### config.mk
export PLATFORM = sky130hd
export DESIGN_NAME = pll_drp_ctrl
export DESIGN_NICKNAME = d
export VERILOG_FILES = /design/src/rtl/pll_drp_ctrl.sv
export SDC_FILE = /design/constraint.sdc
export NUM_CORES = 1
export LEC_CHECK = 0
export CAP_MARGIN = 0
export CORE_ASPECT_RATIO = 0.5
export CORE_MARGIN = 3
export CORE_UTILIZATION = 30
export DETAILED_ROUTE_END_ITERATION = 12
export HOLD_SLACK_MARGIN = 0.06
export PLACE_DENSITY = 0.65
export SYNTH_ARGS = -nofsm -noshare
export SYNTH_HDL_FRONTEND = slang
export SYNTH_SLANG_ARGS = --single-unit
### constraint.sdc
create_clock -name sys_clk -period 2 [get_ports sys_clk]
set_input_delay 0.4 -clock sys_clk [delete_from_list [all_inputs] [get_ports sys_clk]]
set_output_delay 0.4 -clock sys_clk [all_outputs]
set_load 0.03 [all_outputs]
### src/rtl/pll_drp_ctrl.sv
// pll_drp_ctrl
//   Host-side controller for a PLL dynamic reconfiguration port (DRP).
//   Each accepted host request becomes a single DRP read or write. The last
//   write of a batch then pulses the PLL reset and waits for the PLL to relock,
//   with a timeout. The block issues exactly one response pulse per request.
//   dclk of the DRP is the same clock as sys_clk.
//
// Optional feature macro: PLL_DRP_READBACK_EN
//   When defined, every write is followed by a read of the same address.
//   A readback value that differs from the written data sets rsp_err.
//
// Parameters
//   RST_CYCLES   : cycles pll_reset is held after a batch (2..255)
//   LOCK_TIMEOUT : cycles to wait for lock before flagging an error (1..65535)
//
// Ports
//   sys_clk, sys_rst_n         : clock, async active-low reset
//   req_valid/req_ready        : host request handshake
//   req_we/addr/wdata/last     : request fields (last only meaningful on writes)
//   rsp_valid/rsp_rdata/rsp_err: one-cycle response with read data and error
//   pll_dcs/dwe/daddr/di/do    : DRP port
//   pll_reset                  : PLL reset, active high
//   pll_extlock                : asynchronous PLL lock input
//   locked                     : synchronized lock
//   busy                       : high whenever a request is in flight

module pll_drp_ctrl #(
  parameter int unsigned RST_CYCLES   = 16,
  parameter int unsigned LOCK_TIMEOUT = 65535
) (
  input  logic       sys_clk,
  input  logic       sys_rst_n,
  input  logic       req_valid,
  output logic       req_ready,
  input  logic       req_we,
  input  logic [5:0] req_addr,
  input  logic [7:0] req_wdata,
  input  logic       req_last,
  output logic       rsp_valid,
  output logic [7:0] rsp_rdata,
  output logic       rsp_err,
  output logic       pll_dcs,
  output logic       pll_dwe,
  output logic [5:0] pll_daddr,
  output logic [7:0] pll_di,
  input  logic [7:0] pll_do,
  output logic       pll_reset,
  input  logic       pll_extlock,
  output logic       locked,
  output logic       busy
);

  typedef enum logic [2:0] {
    ST_IDLE,
    ST_ACC,
    ST_CAP,
    ST_PRST,
    ST_LOCK,
    ST_RESP
  } state_t;

  // Terminal counts. The counter starts at 0 on state entry, so the last
  // cycle of a state of length N sees N-1.
  localparam logic [15:0] RST_LAST  = 16'(RST_CYCLES - 1);
  localparam logic [15:0] LOCK_LAST = 16'(LOCK_TIMEOUT - 1);

  state_t      state_q, state_d;
  logic        we_q, we_d;
  logic [5:0]  addr_q, addr_d;
  logic [7:0]  wdata_q, wdata_d;
  logic        last_q, last_d;
  logic [7:0]  rdata_q, rdata_d;
  logic        err_q, err_d;
  logic [15:0] cnt_q, cnt_d;
  logic        sync1_q, sync1_d;
  logic        sync2_q, sync2_d;
  logic        rd_phase;

`ifdef PLL_DRP_READBACK_EN
  // Set while the controller runs the verification read that follows a write.
  logic        rb_q, rb_d;
  assign rd_phase = rb_q;
`else
  assign rd_phase = 1'b0;
`endif

  always_ff @(posedge sys_clk or negedge sys_rst_n) begin
    if (!sys_rst_n) begin
      state_q <= ST_IDLE;
      we_q    <= 1'b0;
      addr_q  <= '0;
      wdata_q <= '0;
      last_q  <= 1'b0;
      rdata_q <= '0;
      err_q   <= 1'b0;
      cnt_q   <= '0;
      sync1_q <= 1'b0;
      sync2_q <= 1'b0;
`ifdef PLL_DRP_READBACK_EN
      rb_q    <= 1'b0;
`endif
    end else begin
      state_q <= state_d;
      we_q    <= we_d;
      addr_q  <= addr_d;
      wdata_q <= wdata_d;
      last_q  <= last_d;
      rdata_q <= rdata_d;
      err_q   <= err_d;
      cnt_q   <= cnt_d;
      sync1_q <= sync1_d;
      sync2_q <= sync2_d;
`ifdef PLL_DRP_READBACK_EN
      rb_q    <= rb_d;
`endif
    end
  end

  always_comb begin
    state_d = state_q;
    we_d    = we_q;
    addr_d  = addr_q;
    wdata_d = wdata_q;
    last_d  = last_q;
    rdata_d = rdata_q;
    err_d   = err_q;
    cnt_d   = cnt_q;
    sync1_d = pll_extlock;
    sync2_d = sync1_q;
`ifdef PLL_DRP_READBACK_EN
    rb_d    = rb_q;
`endif

    case (state_q)
      ST_IDLE: begin
        if (req_valid) begin
          we_d    = req_we;
          addr_d  = req_addr;
          wdata_d = req_wdata;
          last_d  = req_last;
          err_d   = 1'b0;
`ifdef PLL_DRP_READBACK_EN
          rb_d    = 1'b0;
`endif
          state_d = ST_ACC;
        end
      end

      ST_ACC: state_d = ST_CAP;

      ST_CAP: begin
        // Writes report zero read data; reads return what the DRP drove.
        rdata_d = we_q ? 8'h00 : pll_do;
        if (!we_q) begin
          state_d = ST_RESP;
`ifdef PLL_DRP_READBACK_EN
        end else if (!rb_q) begin
          rb_d    = 1'b1;
          state_d = ST_ACC;
`endif
        end else begin
`ifdef PLL_DRP_READBACK_EN
          if (pll_do != wdata_q) err_d = 1'b1;
`endif
          cnt_d   = '0;
          state_d = last_q ? ST_PRST : ST_RESP;
        end
      end

      ST_PRST: begin
        if (cnt_q >= RST_LAST) begin
          cnt_d   = '0;
          state_d = ST_LOCK;
        end else begin
          cnt_d = cnt_q + 16'd1;
        end
      end

      // The counter is never cleared inside LOCK, so a lock that drops and
      // returns does not extend the wait. The lock level decides the outcome.
      ST_LOCK: begin
        if (sync2_q) begin
          state_d = ST_RESP;
        end else if (cnt_q >= LOCK_LAST) begin
          err_d   = 1'b1;
          state_d = ST_RESP;
        end else if (cnt_q != 16'hFFFF) begin
          cnt_d = cnt_q + 16'd1;
        end
      end

      ST_RESP: state_d = ST_IDLE;

      default: state_d = ST_IDLE;
    endcase
  end

  // The outputs decode the registered state only. pll_reset therefore falls
  // as soon as the asynchronous reset forces the state back to IDLE.
  assign req_ready = (state_q == ST_IDLE);
  assign busy      = (state_q != ST_IDLE);
  assign pll_dcs   = (state_q == ST_ACC);
  assign pll_dwe   = (state_q == ST_ACC) & we_q & ~rd_phase;
  assign pll_daddr = (state_q == ST_ACC) ? addr_q : 6'h00;
  assign pll_di    = (state_q == ST_ACC) ? wdata_q : 8'h00;
  assign pll_reset = (state_q == ST_PRST);
  assign rsp_valid = (state_q == ST_RESP);
  assign rsp_err   = (state_q == ST_RESP) & err_q;
  assign rsp_rdata = rdata_q;
  assign locked    = sync2_q;

endmodule

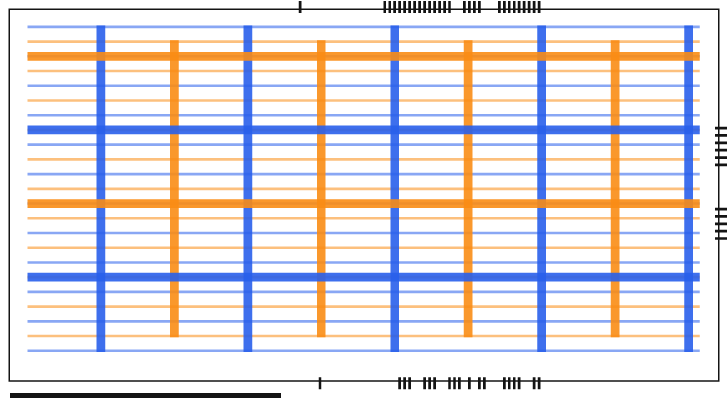
(run_1/floorplan.png)
Scale bar: 50 um. Pins as bars on the die edge.
| colour | net |
|---|---|
| orange | VDD |
| blue | VSS |
rows: 22
met4 straps: 9
met5 straps: 4
met1 rails: 23
signal pins: 58
core region area: 7432 um2
Peak VDD IR: 0.4790 mV
Chip Height: 68.40 um
DIE WIDTH: 130.8 um

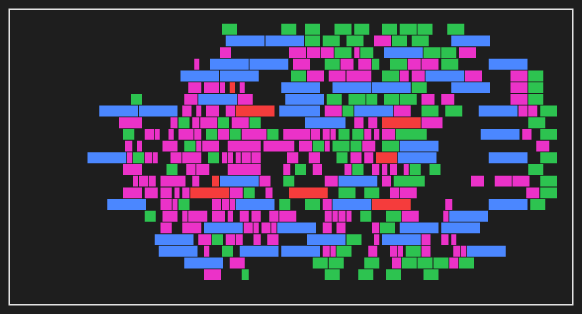
(run_1/class_map.png)
| colour | class | cells |
|---|---|---|
| red | clock drivers and dummy loads | 8 |
| blue | registers | 46 |
| magenta | remaining logic cells | 171 |
| green | remaining buffers and delay cells | 97 |
Seq/total area: 31.72%
Rows: 22
fin util: 48.94%
Post-Layout Inst Area: 3637 um2

==> notes.md, run 1 <==
run results: share of cells above drive strength 1=around two fifths, most instantiated logic cells after routing=44 x dfrtp_1, 35 x clkdlybuf4s50_1, 31 x buf_4, 23 x buf_6, 17 x nand2_1, initial antenna violation count=0, clock buffer count from CTS=5, final tally of setup violations=19, crit-path cells=buf_6 > and2b_2 > buf_6 > nor2b_4 > buf_6 > and2_4 > buf_6, register area=around 1200 um2, biggest area consumer among synthesized cells=dfrtp_1, Commonest flop=dfrtp_1, Tool Warnings=30, Syn-to-layout area delta=55.70%, ANT cells=0, vias after detailed routing=2053, DR pass1 iterations=4, peak fanout along the critical path=5, cell count after synthesis=~220, max cap viols=0, minimum clock period=approximately 2.1 ns, hold_buf cts=0, Distinct cells, synth=50, gr usage total=between 10% and 20%, fmax=between 400 and 500 MHz, Arrival @ worst endpoint=1.72 ns, DP Area=roughly 3200 um2, Mapped Area=2336 um2, outcome=finished, violations left, Worst setup SP type=register, Synth top area share=about half, worst setup margin=-0.1153 ns, Fill cells=around 660, wire per inst=~15 um, violated checks=negative setup slack, Worst-Margin Slew=between 0.4 and 0.5 ns, reg2reg setup slack=-0.08 ns, final-report max-slew violation count=0, Required @ worst endpoint=around 1.6 ns, Post-synth area hogs=dfrtp_1 49%, mux2_2 7.7%, and2_1 5.4%, nand2_1 2.7%, nor2_1 2.6%, largest net degree at the start of global routing=28, flip-flops with a built-in enable=0, Crit path largest cell delay=slightly above 0.4 ns, Comb gate area=~1300 um2, DP HPWL=between 4000 and 5000 um, CP Capture Type=output pin, Clock transition at path regs=0.06 ns, syn avg cell area=approximately 10 um2, number of global-route vias before repair=roughly 2000, H-tree Lvls=2, Pre-Place Util=between 30% and 40%, Setup CP Type=register to output pin
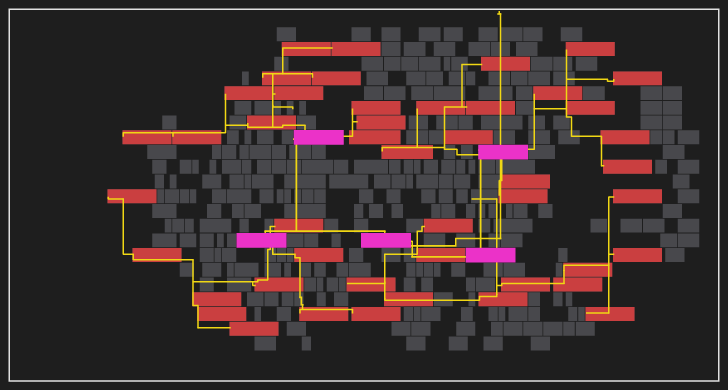
(run_1/clock_wires.png)
[red] flip-flops | count: 46
[yellow] clock wires | length: 602 um
[magenta] clock-net drivers | count: 5
routed clock nets: 6
Clock Power: 0.000834 W
Clk pwr share: 16.6%
clock skew: 0.003669 ns
Late-Pin Clk Latency: 0.28 ns

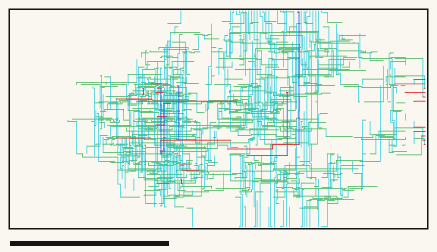
(run_1/layers.png)
Scale bar: 50 um.
| colour | layer | wire length |
|---|---|---|
| blue | M4 | 114 um |
| red | M3 | 179 um |
| green | M1 | 2790 um |
| cyan | M2 | 3210 um |

run 1: cells by family after synthesis:
logic type	Yosys count	synth area share [%]
xor+xnor	3	1.125
mux	17	8.141
flops	46	49.28
simple gates	101	25.07
compound gates	43	13.02
buf+inv	12	2.303
fa+ha+maj	2	1.071
run 1: final cells by class:
| class | count | share of cell area [%] |
|---|---|---|
| inverters | 5 | 0.5160 |
| flip-flops and latches | 46 | 31.72 |
| repair buffers | 97 | 25.63 |
| clock inverters | 1 | 0.1376 |
| multi-input cells | 166 | 34.78 |
| well taps | 96 | 3.302 |
| clock buffers | 7 | 3.922 |
run 1: final timing paths:
kind                             from    endpoint  cells after the start
max in group asynchronous   sys_rst_n   cnt_q[15]                      2
setup reg to reg           state_q[0]   cnt_q[13]                      5
hold / removal              sys_rst_n  state_q[2]                      1
setup / recovery           state_q[1]   pll_di[5]                      7
hold reg to reg               sync1_q      locked                      0
min in group sys_clk          sync1_q      locked                      0
run 1: worst reg2reg max path, cell delays in order (launching register included):
cell	delay [ns]
dfrtp_2	0.41
or3b_4	0.44
or4_4	0.56
o21ai_4	0.29
or4_4	0.20
a21oi_2	0.04
run 1: through the flow:
stage / total power [W] / instances / worst slack [ns] / TNS [ns]
floorplan: 0.002745 / 224 / -0.08057 / -0.1298
global placement: 0.003677 / 400 / -0.07945 / -0.3263
detailed placement: 0.003732 / 400 / -0.1072 / -0.8229
CTS: 0.004770 / 414 / -0.1553 / -3.020
global route: 0.005321 / 418 / -0.1733 / -3.201
finish: 0.005040 / 418 / -0.1153 / -1.802
run 1: registers in the layout, indices dropped and copies added (netlist names):
register,cells
addr_q,6
cnt_q,16
err_q,1
last_q,1
locked,1
rsp_rdata,8
state_q,3
sync1_q,1
wdata_q,8
we_q,1
run 1: cell usage after synthesis, types with 3 or more instances:
cell,number
clkbuf_1,5
dfrtp_1,46
nor4_1,3
inv_1,5
o21ai_0,11
nor2_1,16
nand3_1,5
and2_1,20
mux2_2,16
a21oi_1,9
nand2b_1,9
nand2_1,17
xnor2_1,3
nor3_1,7
and3_1,7
run 1: where the power goes:
group          internal (W)  switching (W)  total [W]
Combinational       0.00141        0.00142    0.00283
Sequential          0.00121       0.000167    0.00138
Clock              0.000496       0.000338   0.000834
run 1: repair_timing:
item                       4_1_cts  5_1_grt
buffers inserted                 5        4
pin swaps                        6       15
cloned                           1        0
gates resized                   30       42
setup endpoints to repair       37       34
run 1: layer usage:
layer	up-vias	share of wire (%)	routed length (um)	GRT usage [%]
met1	1004	44	2786	17.42
li1	991	-	-	-
met2	48	51	3213	23.98
met3	10	2.8	179	2.338
met5	-	0	0	0
met4	0	1.8	113	5.000
==> run 2: changes to the inputs <==
--- a/config.mk
+++ b/config.mk
@@ -5,13 +5,14 @@
 export SDC_FILE = /design/constraint.sdc
 export NUM_CORES = 1
 export LEC_CHECK = 0
+export ABC_AREA = 1
 export CAP_MARGIN = 0
 export CORE_ASPECT_RATIO = 0.5
 export CORE_MARGIN = 3
 export CORE_UTILIZATION = 30
 export DETAILED_ROUTE_END_ITERATION = 12
 export HOLD_SLACK_MARGIN = 0.06
-export PLACE_DENSITY = 0.65
+export PLACE_DENSITY = 0.64
 export SYNTH_ARGS = -nofsm -noshare
 export SYNTH_HDL_FRONTEND = slang
 export SYNTH_SLANG_ARGS = --single-unit
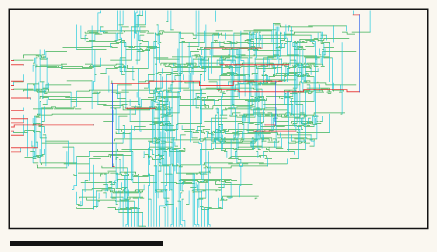
(run_2/layers.png)
Scale bar: 50 um.
| colour | layer | wire length |
|---|---|---|
| cyan | M2 | 2930 um |
| red | M3 | 251 um |
| blue | M4 | 66.6 um |
| green | M1 | 3020 um |
drt total wl: 6263 um
wire per inst: 11.82 um
gr usage total: 13.64%
vias after detailed routing: 2341

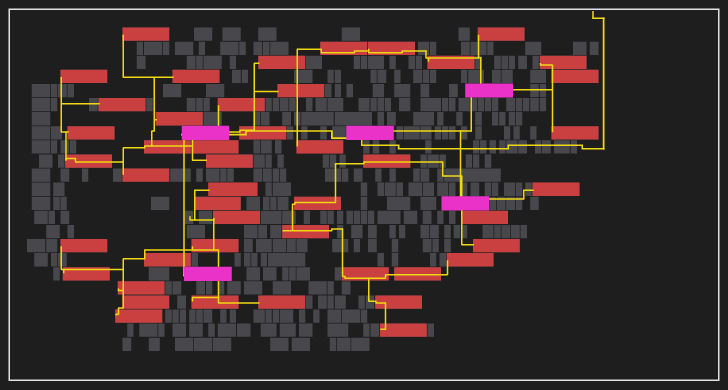
(run_2/clock_wires.png)
[magenta] clock-net drivers | count: 5
[red] flip-flops | count: 46
[yellow] clock wires | length: 656 um
routed clock nets: 6

==> run 2 against run 1 <==
  * The flow now finishes without violations
  * Highest routed layer unchanged
  * Via count increased by 14%
  * Clock skew increased by 0.0025 ns
  * Core utilization decreased by 6.2 points
  * Critical path depth unchanged
  * Register-to-register slack improved by 0.31 ns
  * Fmax increased by 9.1%
  * Largest cell class unchanged
==> notes.md, run 2 <==
run results: share of cells above drive strength 1=16.75% (-22 points), peak fanout along the critical path=6 (+1), biggest area consumer among synthesized cells=dfrtp_1, DR pass1 iterations=4 (unchanged), most instantiated logic cells after routing=108 x nand2_1, 45 x dfrtp_1, 44 x nor2_1, 35 x inv_1, 35 x clkdlybuf4s50_1, outcome=finished clean, fin cells=530 (+27%), Crit path largest cell delay=0.41 ns (about the same), Late-Pin Clk Latency=0.29 ns (about the same), initial antenna violation count=0 (unchanged), Pre-Place Util=31.42% (about the same), Peak VDD IR=0.5588 mV (+17%), launch point of the worst reg-to-reg path=cnt_q[0], final-report max-slew violation count=0 (unchanged), Arrival @ worst endpoint=1.54 ns (-0.18 ns), Critical Path Start=state_q[1], met1 wire length=3016 um (+8.3%), Chip Height=71.31 um (+4.3%), cell count after synthesis=351 (+57%), Synth top area share=44.99% (-4.3 points), number of global-route vias before repair=2194 (+9.4%), register area=1152 um2 (-0.11%), H-tree Lvls=2 (unchanged), Setup CP Type=register to output pin, Post-synth area hogs=dfrtp_1 45%, nand2_1 16%, nor2_1 7.5%, inv_1 5.4%, o21ai_0 4.9%, flip-flops with a built-in enable=0 (unchanged), Syn-to-layout area delta=35.94%, Fill cells=823 (+24%), Rows=23 (+4.5%), Comb gate area=1219 um2 (-3.7%), Tool Warnings=29 (-3.3%), Post-synth top cells=109 x nand2_1, 51 x nor2_1, 46 x dfrtp_1, most instantiated library cell after synthesis=nand2_1, Biggest register=cnt_q, Mapped Area=2559 um2 (+9.5%), largest net degree at the start of global routing=47 (+68%), Largest register FFs=16 (unchanged), Clock transition at path regs=0.06 ns (about the same), DP HPWL=4478 um (+1.2%), core region area=8144 um2 (+9.6%), Cells after DPL=517 (+29%), fmax=515.6 MHz (+9.1%)
## run 2: netlist changes by cell type after synthesis, moves of 6 or more
| cell | change |
|---|---|
| inv_1 | +32 |
| nand2_2 | +7 |
| nand2b_1 | -9 |
| o21ai_1 | +7 |
| o21ai_0 | +14 |
| mux2_2 | -15 |
| nor2_1 | +35 |
| nand2_1 | +92 |
| nand3_1 | +15 |
| and3_1 | -7 |
| nand4_1 | +8 |
| a21oi_1 | -7 |
| nor3_1 | -6 |
| and2_1 | -20 |
## run 2: final cells by class
| class | count | share of cell area, % |
|---|---|---|
| multi-input combinational | 255 | 35.04 |
| sequential | 46 | 33.13 |
| timing repair buffer | 69 | 18.53 |
| inverter | 40 | 4.424 |
| tap | 112 | 4.029 |
| clock buffer | 5 | 3.597 |
| clock inverter | 3 | 1.259 |
## run 2: worst paths after layout
| check | endpoint | cells after the start |
|---|---|---|
| worst min register to register | locked | 0 |
| worst min-delay path | cnt_q[14] | 2 |
| worst max register to register | cnt_q[11] | 11 |
| min in group sys_clk | locked | 0 |
| max in group asynchronous | state_q[0] | 2 |
| worst max-delay path | pll_di[1] | 7 |
## run 2: metal layers
layer	vias up	GRT usage, %
met2	33	22.57
met3	6	3.436
li1	1232	-
met5	-	0
met1	1070	17.97
met4	0	3.687
## run 2: cells by family (layout without fill, tap and decap cells)
kind of cell             count (synthesis)  count (layout)  share of synthesized area [%]
AND-OR/OR-AND                           41              41                          8.851
XOR/XNOR                                 5               5                          1.711
adder cells (fa/ha/maj)                  2               2                         0.9778
buffers and inverters                   50             117                          8.362
flip-flops                              46              46                          44.99
multiplexers                             1               1                         0.4401
AND/OR/NAND/NOR                        206             206                          34.67
## run 2: timing repair
item,4_1_cts,5_1_grt
gates resized,10,10
buffers inserted,3,2
pin swaps,1,1
setup endpoints to repair,21,16
hold buffers,0,0
hold endpoints to repair,0,0
## run 2: worst register-to-register path, cell delays in order, from the launching register on
cell and delay (ns):
dfrtp_1 0.48, inv_1 0.09, ha_1 0.20, nor2_1 0.10, nor2_1 0.06, nand2_1 0.10
nand2_1 0.08, nand2_2 0.08, nand3_4 0.16, buf_12 0.20, nand2_1 0.07, o21ai_2 0.05
## run 2: through the flow
step | setup TNS [ns] | setup WS (ns) | total power (W) | hold WS, ns
final | 0 | 0.06060 | 0.004462 | 0.1809
after global routing | -0.2656 | -0.04287 | 0.004780 | 0.2531
after CTS | 0 | 0.006525 | 0.004434 | 0.2228
after detailed placement | 0 | 0.1096 | 0.003386 | 0.3420
after global placement | 0 | 0.1037 | 0.003363 | 0.3352
after floorplan | -0.8391 | -0.08391 | 0.002681 | 0.1044
## run 2: power breakdown
group,leakage (nW),internal [W],total [W],switching (W)
logic,0.932,0.000790,0.00212,0.00133
clock network,0.0842,0.000592,0.000959,0.000367
registers,0.596,0.00121,0.00138,0.000172
total,1.61,0.00259,0.00446,0.00187
No activity file was given, so power comes from the tool's default toggle rates.
